Design x_delay_line_meas, sky130hd; sources not shown.
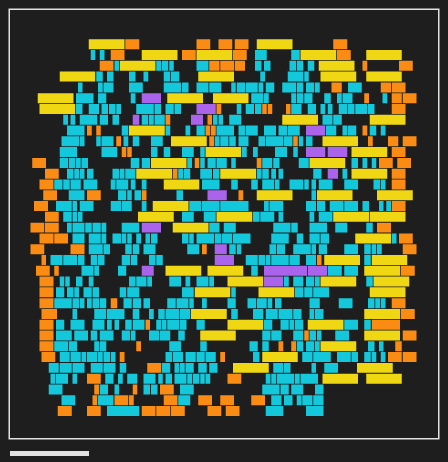
*Placement by cell class*
Bar = 20 um.
flops: in yellow, cells 62, share of their area 27%. other buffers and delay cells: in orange, cells 117, share of their area 16%. combinational and other logic: in cyan, cells 476, share of their area 53%. clock drivers and dummy loads: in purple, cells 16, share of their area 3.6%.
final core utilization: 63.2%
core area: 9280 um^2

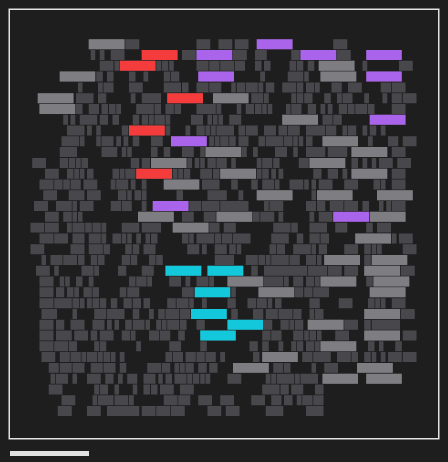
*Register map, names as in the netlist*
Bar = 20 um. Other sequential cells in the stronger grey, the rest of the logic in the fainter grey.
o_sum: in purple, placed flops 10. r_cnt: in red, placed flops 5. o_pos: in cyan, placed flops 6.
Another 41 sequential cells are not coloured.
Reg area: 1550 um^2
seq pwr: 721 uW
fraction of area in registers: 26.4%

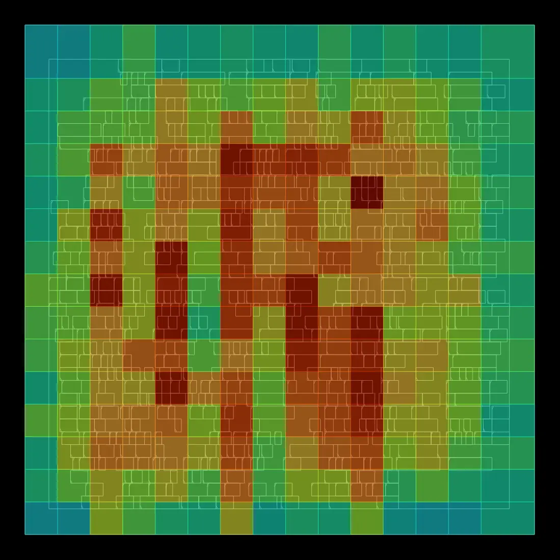
*Routing congestion map*
wire per inst: 17.6 um
GR peak layer: met2
routing usage on met2: 42.5%
GRT Overall Usage: 24.8%
met3 Use GR: 5.94%

==> results.json <==
{
  "status": "finished, final reports clean",
  "synthTopCellsByCount": "dfrtp_1, nand2_1, nor2_1",
  "clk-power_uw": 524,
  "hold_slack_ns": 0.143,
  "final-max-slew-violation-count": 0,
  "comb_cells": 445,
  "rows": 35,
  "hold_viol": 0,
  "simple_gate_area_share_pct": 23.6,
  "final_cells": 800,
  "synth_nets": 646,
  "insertion_delay_ns": 0.35,
  "seq_cell_count": 62,
  "synthCells": 585,
  "worstPathMaxFanout": 10,
  "cp_common_cell": "a21oi_1",
  "edf_count": 0,
  "setup_viol": 0,
  "post-place-ws_ns": 1.22,
  "fillCellCount": 834,
  "power.total_uw": 2330,
  "largest_area_cell": "dfrtp_1",
  "pg_comb_uw": 1080,
  "worstMarginPinSlew_ns": 0.718,
  "cts_root_buf": "clkbuf_8",
  "fin_crit_sh_pct": 66.0,
  "maxCapViolCount": 0,
  "crit_chain": "clkdlybuf4s50_1 > buf_6 > buf_2 > clkbuf_1 > buf_1 > nor2_1 > a21oi_1 > a21oi_1 > nor4_1 > a211oi_1",
  "vias": 4957,
  "ys_types": 73,
  "final_layout_size_suffix_gt1_share_pct": 7.00,
  "fp_util_pct": 51.6,
  "clkSinkCount": 62,
  "powerDensity_nw_per_um2": 397,
  "dominant-cell-class": "combinational gates",
  "reg2reg_depth": 8,
  "hold_buffers": 0,
  "drt_iter0_drc": 320,
  "fin_area_um2": 5870,
  "post-synth-top-count-cell": "dfrtp_1",
  "cts_tree": "done",
  "antenna_left": 0,
  "cp-start-kind": "input pin",
  "clk_share_pct": 3.52,
  "clock_tree.htree_level_count": 3,
  "p_sw_uw": 1000,
  "clockPowerShare_pct": 22.5,
  "drc": 0,
  "worstSetupEndpointType": "flip-flop",
  "wl_met1_um": 5750,
  "synth-compound-area-share_pct": 24.5,
  "async_flop_share_pct": 100,
  "final_cell_mix": "clkdlybuf4s50_1, dfrtp_1, nand2_1, nor2_1, clkbuf_1",
  "avgViaCountPerCell": 6.20,
  "ff_type": "dfrtp_1",
  "cp_slowest_stage_delay_ns": 0.55,
  "fin_nets": 727,
  "warnings": 29,
  "antennaDiodeCount": 0,
  "p_leak_uw": 0.00237,
  "worst_slack_ns": 1.50,
  "ys.warnings.count": 0,
  "portBuffers": 69,
  "topCellsByArea": "dfrtp_1, ha_1, nand2_1",
  "lay_top_count": "clkdlybuf4s50_1",
  "top_logic_kind": "AND-OR/OR-AND gates",
  "gr-usage-met1_pct": 30.4,
  "ir_drop_mv": 0.236,
  "routed_wl_um": 14100,
  "dr_wl_met3_um": 1110,
  "nWellTaps": 129,
  "required_ns": 4.60,
  "synth_seq_share_pct": 32.4,
  "dpl-instance-area_um2": 5660,
  "sh_comb_area_pct": 49.7,
  "p_sw_share_pct": 43.0,
  "antenna_found_initial": 0,
  "fp.dieW_um": 108,
  "post-cts-setup-buffers": 0,
  "clock_path_buffers": 2,
  "worstHoldPathType": "input pin to asynchronous set/reset pin",
  "area_growth_pct": 22.4,
  "gr-total-overflow": 0,
  "place_hpwl_um": 10700,
  "cts.repair.resized": 0,
  "worst_path_max_delay_cell": "clkdlybuf4s50_1",
  "nClkBuffers": 10,
  "p_int_uw": 1330,
  "adder_share_pct": 6.42,
  "synth_area_per_cell_um2": 8.19,
  "netlist_area_um2": 4790,
  "grt_pass1_vias": 4759,
  "grt_max_degree": 35,
  "pin_count": 74,
  "top_layer": "met4",
  "final-nonclk-buf-share_pct": 15.6,
  "path_depth": 10,
  "logic_area_um2": 2920,
  "p_comb_share_pct": 46.5,
  "signal_buffers": 117,
  "ys_sh_xor_pct": 1.28,
  "gp_congestion": 0.970,
  "yosysCellCount": 585,
  "seqPwrFrac_pct": 31.0,
  "dr.pass1.iters": 5,
  "setup-tns-final_ns": 0,
  "n_all_inverters": 31,
  "ys_ff": 62,
  "muxShareOfSynthArea_pct": 5.12,
  "grt_setup_unrepaired": "false",
  "critical_path_class": "input pin to flip-flop",
  "fin_crit_ns": 2.90,
  "ys_area_um2": 4790,
  "max_freq_mhz": 344,
  "arrival_ns": 3.10,
  "finalClockSkew_ns": 0.0203,
  "maxPowerGroup": "combinational cells",
  "path_buffers": 5,
  "chipArea_um2": 11600,
  "dieHeight_um": 108,
  "met2_length_um": 6760,
  "dp.cells": 784,
  "grt_pass1_wl_um": 23200,
  "rrSetupSlack_ns": 1.54,
  "critPathTopFamily": "buffers and inverters",
  "top_cell_area_share_pct": 32.4,
  "cts-buffers-inserted": 9
}
Power figures rest on the tool's default switching activity, not on a simulated workload.
